==> config.mk <==
export PLATFORM = sky130hd
export DESIGN_NAME = axis_mls_burst_gen
export DESIGN_NICKNAME = d
export VERILOG_FILES = /design/src/rtl/mls_pkg.sv /design/src/rtl/mls_lfsr.sv /design/src/rtl/axis_mls_burst_gen.sv
export SDC_FILE = /design/constraint.sdc
export NUM_CORES = 1
export LEC_CHECK = 0
export CAP_MARGIN = 40
export CORE_MARGIN = 8
export CORE_UTILIZATION = 25
export DETAILED_ROUTE_END_ITERATION = 8
export MAX_ROUTING_LAYER = met4
export PLACE_DENSITY_LB_ADDON = 0.2
export SLEW_MARGIN = 20
export SYNTH_ARGS = -nofsm -noshare
export SYNTH_HDL_FRONTEND = slang
export SYNTH_HIERARCHICAL = 1
export SYNTH_SLANG_ARGS = --single-unit
==> constraint.sdc <==
create_clock -name aclk -period 25.7 [get_ports aclk]
set_input_delay 7.71 -clock aclk [delete_from_list [all_inputs] [get_ports aclk]]
set_output_delay 7.71 -clock aclk [all_outputs]
set_load 0.03 [all_outputs]
==> src/rtl/mls_pkg.sv <==
// Shared state type, feedback tap table and marker constant for the MLS burst generator.
// Tap bit j selects LFSR state bit j (bit 0 = oldest chip) into the feedback XOR.
package mls_pkg;

  typedef enum logic [1:0] {
    ST_IDLE,
    ST_RUN,
    ST_GAP
  } mls_state_e;

  localparam int ORDER_MIN = 2;
  localparam int TAP_W     = 16;

  // Primitive polynomials x^n + ... + 1 for orders 2..16.
  function automatic logic [TAP_W-1:0] tap_mask(input logic [4:0] order);
    case (order)
      5'd2:    return 16'h0003;
      5'd3:    return 16'h0003;
      5'd4:    return 16'h0003;
      5'd5:    return 16'h0005;
      5'd6:    return 16'h0003;
      5'd7:    return 16'h0003;
      5'd8:    return 16'h001D;
      5'd9:    return 16'h0011;
      5'd10:   return 16'h0009;
      5'd11:   return 16'h0005;
      5'd12:   return 16'h0941;
      5'd13:   return 16'h1601;
      5'd14:   return 16'h2A01;
      5'd15:   return 16'h0003;
      default: return 16'h100B;
    endcase
  endfunction

  // Largest positive sample for a given DAC width.
  function automatic logic [15:0] marker_value(input int dac_w);
    return 16'((1 << (dac_w - 1)) - 1);
  endfunction

endpackage

==> src/rtl/mls_lfsr.sv <==
// Order-selectable Fibonacci LFSR: shifts toward bit 0, chip is bit 0, feedback enters bit order-1.
// Seed loads all ones within the active order; period_end flags the step that returns to the seed.
module mls_lfsr
  import mls_pkg::*;
#(
  parameter int MAX_ORDER = 16
) (
  input  logic       aclk,
  input  logic       aresetn,
  input  logic [4:0] order,
  input  logic       seed,
  input  logic       step,
  output logic       chip,
  output logic       period_end
);

  logic [MAX_ORDER-1:0] lfsr_q;
  logic [MAX_ORDER-1:0] lfsr_nxt;
  logic [MAX_ORDER-1:0] used_mask;
  logic [MAX_ORDER-1:0] taps;
  logic [TAP_W-1:0]     tap_full;
  logic                 fb;

  always_comb begin
    tap_full  = tap_mask(order);
    taps      = tap_full[MAX_ORDER-1:0];
    fb        = ^(lfsr_q & taps);
    used_mask = '0;
    lfsr_nxt  = '0;
    for (int i = 0; i < MAX_ORDER - 1; i++) begin
      if (i < int'(order) - 1) lfsr_nxt[i] = lfsr_q[i+1];
    end
    for (int i = 0; i < MAX_ORDER; i++) begin
      if (i < int'(order)) used_mask[i] = 1'b1;
      if (i == int'(order) - 1) lfsr_nxt[i] = fb;
    end
  end

  always_ff @(posedge aclk or negedge aresetn) begin
    if (!aresetn) begin
      lfsr_q <= '1;
    end else if (seed) begin
      lfsr_q <= used_mask;
    end else if (step) begin
      lfsr_q <= lfsr_nxt;
    end
  end

  assign chip       = lfsr_q[0];
  assign period_end = (lfsr_nxt == used_mask);

endmodule

==> src/rtl/axis_mls_burst_gen.sv <==
// AXI-Stream MLS burst source for DAC ch A; first beat one cycle after cfg_start; MLS_MARKER_EN adds a ch B marker.
// Beats hold while m_axis_tready is low; LFSR and all counters advance only on accepted beats.
module axis_mls_burst_gen
  import mls_pkg::*;
#(
  parameter int AXIS_TDATA_WIDTH = 32,
  parameter int DAC_DATA_WIDTH   = 14,
  parameter int LFSR_MAX_ORDER   = 16,
  parameter int DIV_WIDTH        = 8
) (
  input  logic                        aclk,
  input  logic                        aresetn,
  input  logic                        cfg_start,
  input  logic                        cfg_stop,
  input  logic [4:0]                  cfg_order,
  input  logic [DIV_WIDTH-1:0]        cfg_div,
  input  logic [7:0]                  cfg_rep,
  input  logic [15:0]                 cfg_gap,
  input  logic [DAC_DATA_WIDTH-2:0]   cfg_amp,
  output logic [AXIS_TDATA_WIDTH-1:0] m_axis_tdata,
  output logic                        m_axis_tvalid,
  input  logic                        m_axis_tready,
  output logic                        busy_o,
  output logic                        seq_end_o,
  output logic                        done_o
);

  mls_state_e                state_q, state_nxt;
  logic [4:0]                order_q, order_clamp, lfsr_order;
  logic [DIV_WIDTH-1:0]      div_q, div_cnt;
  logic [7:0]                rep_q, rep_cnt;
  logic [15:0]               gap_q, gap_cnt;
  logic [DAC_DATA_WIDTH-2:0] amp_q;
  logic                      stop_pend;
  logic                      start_ok, beat_acc, chip_last, seq_last, rep_last, gap_last, stop_hit;
  logic                      lfsr_step, lfsr_chip, lfsr_period_end;
  logic [15:0]               amp16, ch_a, ch_b;

  always_comb begin
    order_clamp = cfg_order;
    if (cfg_order < 5'(ORDER_MIN)) begin
      order_clamp = 5'(ORDER_MIN);
    end else if (cfg_order > 5'(LFSR_MAX_ORDER)) begin
      order_clamp = 5'(LFSR_MAX_ORDER);
    end
  end

  assign start_ok      = (state_q == ST_IDLE) && cfg_start;
  assign busy_o        = (state_q != ST_IDLE);
  assign m_axis_tvalid = busy_o;
  assign beat_acc      = busy_o && m_axis_tready;
  assign chip_last     = (div_cnt == div_q);
  assign seq_last      = (state_q == ST_RUN) && chip_last && lfsr_period_end;
  assign rep_last      = (rep_q != 8'd0) && (rep_cnt + 8'd1 == rep_q);
  assign gap_last      = (gap_cnt == gap_q - 16'd1);
  assign stop_hit      = cfg_stop || stop_pend;
  assign seq_end_o     = beat_acc && seq_last;
  assign lfsr_step     = beat_acc && (state_q == ST_RUN) && chip_last;
  // The LFSR is seeded from the live config while idle, then follows the latched order.
  assign lfsr_order    = busy_o ? order_q : order_clamp;

  always_comb begin
    state_nxt = state_q;
    done_o    = 1'b0;
    case (state_q)
      ST_IDLE: begin
        if (cfg_start) state_nxt = ST_RUN;
      end
      ST_RUN: begin
        if (beat_acc) begin
          if (stop_hit) begin
            state_nxt = ST_IDLE;
            done_o    = 1'b1;
          end else if (seq_last && rep_last) begin
            if (gap_q == 16'd0) begin
              state_nxt = ST_IDLE;
              done_o    = 1'b1;
            end else begin
              state_nxt = ST_GAP;
            end
          end
        end
      end
      ST_GAP: begin
        if (beat_acc && (stop_hit || gap_last)) begin
          state_nxt = ST_IDLE;
          done_o    = 1'b1;
        end
      end
      default: state_nxt = ST_IDLE;
    endcase
  end

  always_ff @(posedge aclk or negedge aresetn) begin
    if (!aresetn) begin
      state_q <= ST_IDLE;
    end else begin
      state_q <= state_nxt;
    end
  end

  always_ff @(posedge aclk or negedge aresetn) begin
    if (!aresetn) begin
      order_q   <= 5'(ORDER_MIN);
      div_q     <= '0;
      rep_q     <= '0;
      gap_q     <= '0;
      amp_q     <= '0;
      div_cnt   <= '0;
      rep_cnt   <= '0;
      gap_cnt   <= '0;
      stop_pend <= 1'b0;
    end else if (start_ok) begin
      order_q   <= order_clamp;
      div_q     <= cfg_div;
      rep_q     <= cfg_rep;
      gap_q     <= cfg_gap;
      amp_q     <= cfg_amp;
      div_cnt   <= '0;
      rep_cnt   <= '0;
      gap_cnt   <= '0;
      stop_pend <= 1'b0;
    end else if (busy_o) begin
      // A stop seen during a stall is remembered until the held beat is taken.
      if (cfg_stop && !m_axis_tready) stop_pend <= 1'b1;
      if (beat_acc) begin
        if (state_q == ST_RUN) begin
          div_cnt <= chip_last ? '0 : div_cnt + 1'b1;
          if (seq_last) rep_cnt <= rep_cnt + 8'd1;
        end else begin
          gap_cnt <= gap_cnt + 16'd1;
        end
      end
    end else begin
      stop_pend <= 1'b0;
    end
  end

  mls_lfsr #(
    .MAX_ORDER (LFSR_MAX_ORDER)
  ) u_lfsr (
    .aclk       (aclk),
    .aresetn    (aresetn),
    .order      (lfsr_order),
    .seed       (start_ok),
    .step       (lfsr_step),
    .chip       (lfsr_chip),
    .period_end (lfsr_period_end)
  );

`ifdef MLS_MARKER_EN
  logic first_chip;

  always_ff @(posedge aclk or negedge aresetn) begin
    if (!aresetn) begin
      first_chip <= 1'b0;
    end else if (start_ok) begin
      first_chip <= 1'b1;
    end else if (lfsr_step) begin
      first_chip <= seq_last;
    end
  end

  assign ch_b = ((state_q == ST_RUN) && first_chip) ? marker_value(DAC_DATA_WIDTH) : 16'd0;
`else
  assign ch_b = 16'd0;
`endif

  assign amp16 = 16'(amp_q);

  always_comb begin
    ch_a = 16'd0;
    if (state_q == ST_RUN) begin
      ch_a = lfsr_chip ? amp16 : 16'd0 - amp16;
    end
    m_axis_tdata = AXIS_TDATA_WIDTH'({ch_b, ch_a});
  end

endmodule

**Run 1: M2 wires**

Bar = 50 um.
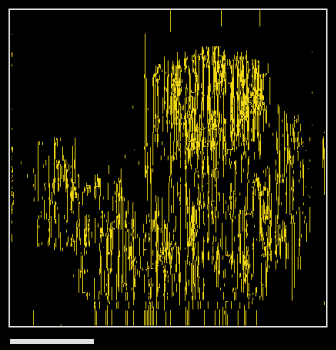
nets with wire on the layer	827
wire length on this layer	10400 um
main direction	vertical

**Run 1: the metal 3 layer**

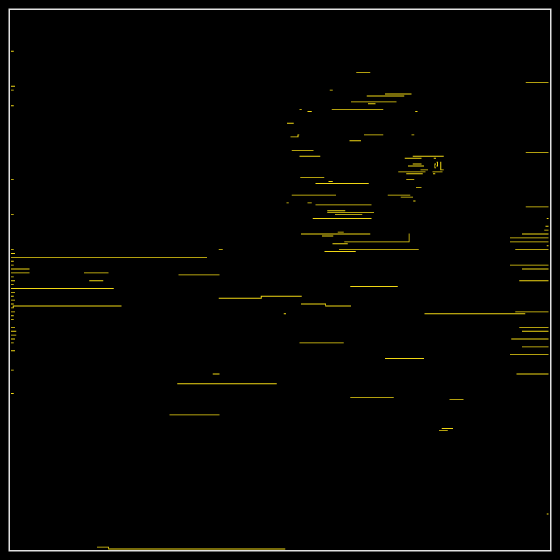
main direction	horizontal
share of all routed wire	4.5%
longest straight run	68.3 um
wire length on this layer	1040 um
nets with wire on the layer	101
DRT Wirelength: 23.0 mm
vias post-DR: 6759
global-route track usage on met3: 2.15%

**Run 1: gate-type map**

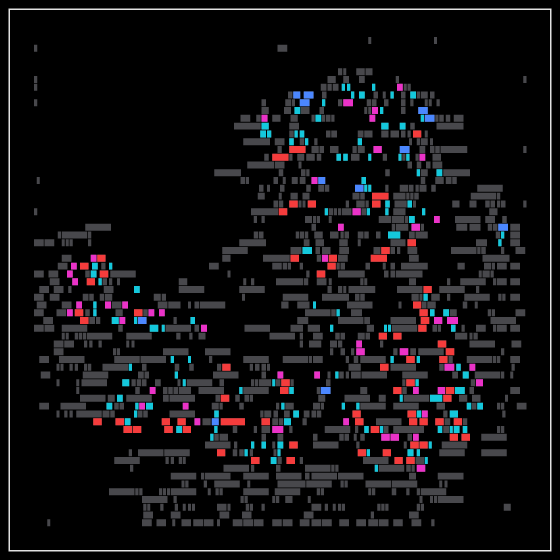
family	color	cells	most used
xor and xnor cells	red	72	xor2_1
nor cells	cyan	119	nor2_1
and/or cells	magenta	48	and2_1
non-inverting ao/oa cells	blue	12	o311a_1

==> flow_metrics.rpt, run 1 <==
==== FLOW RESULTS ====
----------------------------------------------------
[Status]
  Outcome ........................ finished clean

[Synth]
  Adder-cell share of the synthesized area ........................ 2.51%
  Dominant cell by count in the synthesized netlist ........................ sky130_fd_sc_hd__nand2_1
  Ys flop type ........................ sky130_fd_sc_hd__dfrtp_1
  Count of library flops with an enable pin ........................ 0

[Detailed routing]
  Routed wire length on met2 ........................ 10.4 mm
  Initial DRC count ........................ 517

[Power]
  Clock distribution power ........................ 0.000144 W
  Total power divided by cell area ........................ 134 nW/um2
  Psw ........................ 0.000607 W
  Sequential fraction of design power ........................ 25.4%

[Min path]
  Hold wc startpoint ........................ order_q[1]

[Cells and area]
  Share of the core filled with cells in the final layout ........................ 29.7%
  Share of post-route cells with drive strength above 1 ........................ 7.12%

[Critical path]
  Max stage delay on crit path ........................ 0.70 ns

[Timing]
  Final critical-path required period ........................ 21.50 ns

[Floorplan]
  Tapcell count ........................ 390
  Die X ........................ 189 um
  Die Height ........................ 189 um

[Clock tree]
  Worst-case clock buffer depth ........................ 2

----------------------------------------------------
## Run 2: what changed since run 1
clock period = 22.6 ns   (was 25.7 ns; I/O delays follow)
**Run 2: gate-type map**

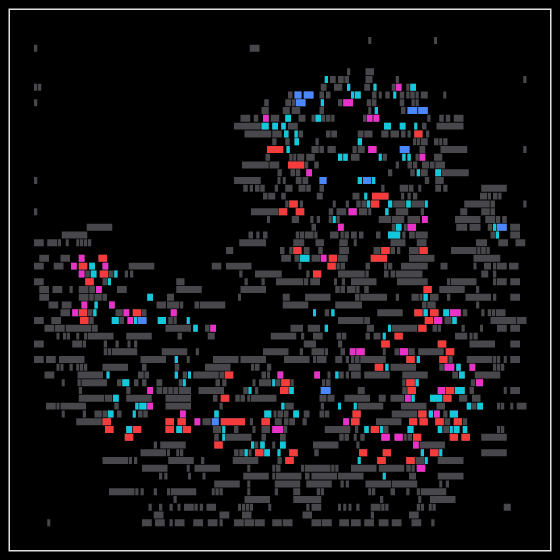
family	color	cells	most used
and/or cells	magenta	48	and2_1
xor and xnor cells	red	72	xor2_1
nor cells	cyan	119	nor2_1
non-inverting ao/oa cells	blue	12	o311a_1

**Run 2: the metal 3 layer**

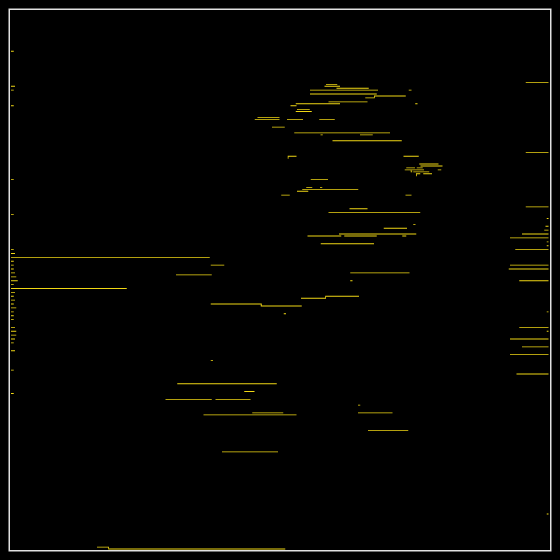
main direction	horizontal
wire length on this layer	1010 um
longest straight run	69.2 um
share of all routed wire	4.4%

==> flow_metrics.rpt, run 2 <==
==== FLOW RESULTS ====
----------------------------------------------------
[Status]
  Outcome ........................ finished clean

[Floorplan]
  Die Height ........................ 189 um
  Tapcell count ........................ 390
  Top-level port count ........................ 91
  Die X ........................ 189 um

[Clock tree]
  CTS Sinks ........................ 101
  TritonCTS clock tree ........................ yes
  H-Tree Level Count ........................ 3
  Worst-case clock buffer depth ........................ 2
  Clock insertion delay at the later pin of the skew report ........................ 0.35 ns

[Synth]
  Adder-cell share of the synthesized area ........................ 2.51%
  Ys flop type ........................ sky130_fd_sc_hd__dfrtp_1
  Dominant cell by count in the synthesized netlist ........................ sky130_fd_sc_hd__nand2_1
  Count of library flops with an enable pin ........................ 0
  Cell taking the most area after synthesis ........................ sky130_fd_sc_hd__dfrtp_1
  Compound-cell area share of the yosys netlist ........................ 17.8%
  Top area cell types ........................ sky130_fd_sc_hd__dfrtp_1, sky130_fd_sc_hd__nand2_1, sky130_fd_sc_hd__o21ai_0

[Placement]
  Cell Area, Placed ........................ 8470 um2
  Cells after DPL ........................ 1370
  Half-perimeter wire length after detailed placement ........................ 16.9 mm

[Detailed routing]
  DRT Wirelength ........................ 23.0 mm
  Routed wire length on met2 ........................ 10.3 mm
  Post-detailed-route count of antenna-violating nets ........................ 0
  Initial DRC count ........................ 544
  DRC Markers ........................ 0
  Vias post-DR ........................ 6802

[Power]
  Clock distribution power ........................ 0.000162 W
  Sequential fraction of design power ........................ 25.4%
  Total power divided by cell area ........................ 153 nW/um2
  Combinational cell power ........................ 0.000838 W
  Psw ........................ 0.000688 W
  Clk pwr share ........................ 12.1%

[Critical path]
  Cell type of the slowest stage on the worst timing path ........................ sky130_fd_sc_hd__clkdlybuf4s50_1
  CP required ........................ 15.82 ns
  Signal arrival time at the worst endpoint ........................ 12.97 ns
  Max stage delay on crit path ........................ 0.70 ns

[Cells and area]
  Largest registers in the final layout ........................ gap_cnt x16, gap_q x16, u_lfsr/lfsr_q x16
  Top class by area ........................ combinational gates
  Share of post-route cells with drive strength above 1 ........................ 7.03%
  Most numerous logic cells after layout ........................ sky130_fd_sc_hd__nand2_1, sky130_fd_sc_hd__o21ai_0, sky130_fd_sc_hd__dfrtp_1

[Min path]
  Sink of the worst hold path ........................ order_q[1]
  Hold wc startpoint ........................ order_q[1]

[Timing]
  Final critical-path required period ........................ 19.75 ns
  Slew at the pin with the worst max-slew slack ........................ 0.775 ns

[Global routing]
  Global-route track usage on met3 ........................ 2.21%

----------------------------------------------------
**Run 2: sequential cells colored by netlist name**

Bar = 50 um. Other sequential cells in the stronger gray, the rest of the logic in the fainter gray.
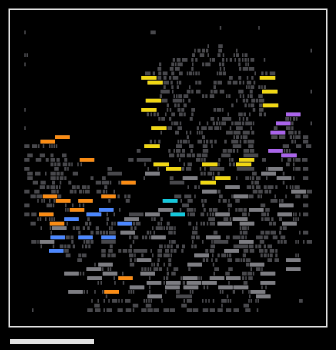
netlist name	color	flops
`amp_q`	orange	13
`order_q`	purple	5
`u_lfsr/lfsr_q`	yellow	16
`div_cnt`	blue	8
`state_q`	cyan	2
not colored	57
register fraction of the total cell area: 29.0%
share of the core filled with cells in the final layout: 29.7%
Power Sequential: 0.000340 W
FF/Latch Area: 2550 um2

## Run 3: what changed since run 2
--- a/constraint.sdc
+++ b/constraint.sdc
@@ -3,2 +3,2 @@
 set_output_delay 6.78 -clock aclk [all_outputs]
-set_load 0.03 [all_outputs]
+set_load 0.02 [all_outputs]
**Run 3: the metal 3 layer**

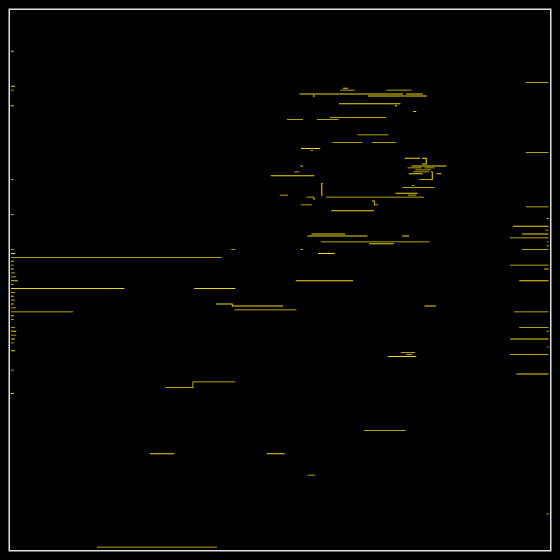
nets with wire on the layer	96
longest straight run	73.4 um

**Run 3: gate-type map**

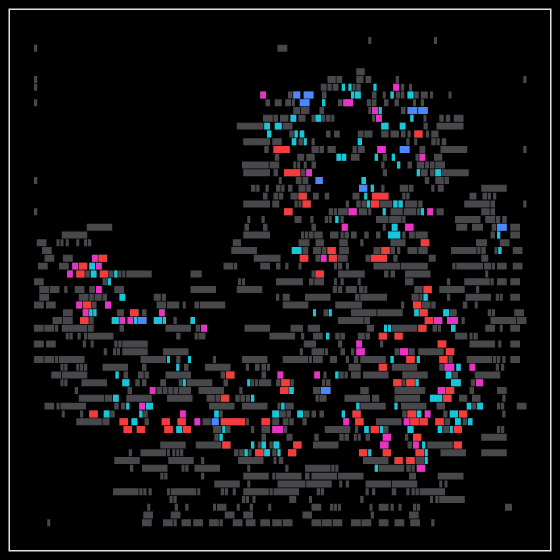
family	color	cells	most used
and/or cells	magenta	48	and2_1
nor cells	cyan	119	nor2_1
non-inverting ao/oa cells	blue	12	o311a_1
xor and xnor cells	red	72	xor2_1
most frequent standard cell in the layout excluding fill and tap cells: sky130_fd_sc_hd__nand2_1
Finished Layout Cells: 1387
multi-input logic portion of the cell area: 51.0%

==> flow_metrics.rpt, run 3 <==
==== FLOW RESULTS ====
----------------------------------------------------
[Global routing]
  Global-route track usage on met3 ........................ 2.34%

[Power]
  Psw ........................ 0.000676 W
  Sequential fraction of design power ........................ 25.7%
  Clk pwr share ........................ 12.6%
  Combinational cell power ........................ 0.000820 W

[Critical path]
  Max stage delay on crit path ........................ 0.67 ns
  CP required ........................ 15.82 ns
  Cell type of the slowest stage on the worst timing path ........................ sky130_fd_sc_hd__ha_1

[Clock tree]
  CTS Sinks ........................ 101
  H-Tree Level Count ........................ 3
  Worst-case clock buffer depth ........................ 2
  TritonCTS clock tree ........................ yes

[Placement]
  Cells after DPL ........................ 1370
  Cell Area, Placed ........................ 8470 um2

[Detailed routing]
  Post-detailed-route count of antenna-violating nets ........................ 0
  DRT Wirelength ........................ 23.1 mm
  DRC Markers ........................ 0
  Routed wire length on met2 ........................ 10.5 mm
  Initial DRC count ........................ 545
  Vias post-DR ........................ 6816

[Min path]
  Hold wc startpoint ........................ order_q[1]

[Synth]
  Count of library flops with an enable pin ........................ 0
  Dominant cell by count in the synthesized netlist ........................ sky130_fd_sc_hd__nand2_1
  Ys flop type ........................ sky130_fd_sc_hd__dfrtp_1
  Cell taking the most area after synthesis ........................ sky130_fd_sc_hd__dfrtp_1
  Compound-cell area share of the yosys netlist ........................ 17.8%
  Adder-cell share of the synthesized area ........................ 2.51%

[Floorplan]
  Tapcell count ........................ 390
  Top-level port count ........................ 91

[Cells and area]
  Top class by area ........................ combinational gates
  Largest registers in the final layout ........................ gap_cnt x16, gap_q x16, u_lfsr/lfsr_q x16
  FF/Latch Area ........................ 2550 um2
  Most numerous logic cells after layout ........................ sky130_fd_sc_hd__nand2_1, sky130_fd_sc_hd__o21ai_0, sky130_fd_sc_hd__dfrtp_1

[Timing]
  Final critical-path required period ........................ 19.71 ns

[Status]
  Outcome ........................ finished clean

----------------------------------------------------
**Run 3: sequential cells colored by netlist name**

Bar = 50 um. Other sequential cells in the stronger gray, the rest of the logic in the fainter gray.
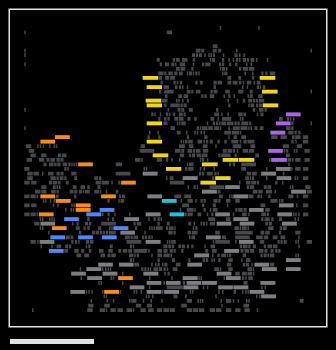
netlist name	color	flops
`order_q`	purple	5
`amp_q`	orange	13
`state_q`	cyan	2
`div_cnt`	blue	8
`u_lfsr/lfsr_q`	yellow	16
not colored	57
share of the core filled with cells in the final layout: 29.7%
Power Sequential: 0.000341 W
register fraction of the total cell area: 29.0%

Power figures rest on the tool's default switching activity, not on a simulated workload.
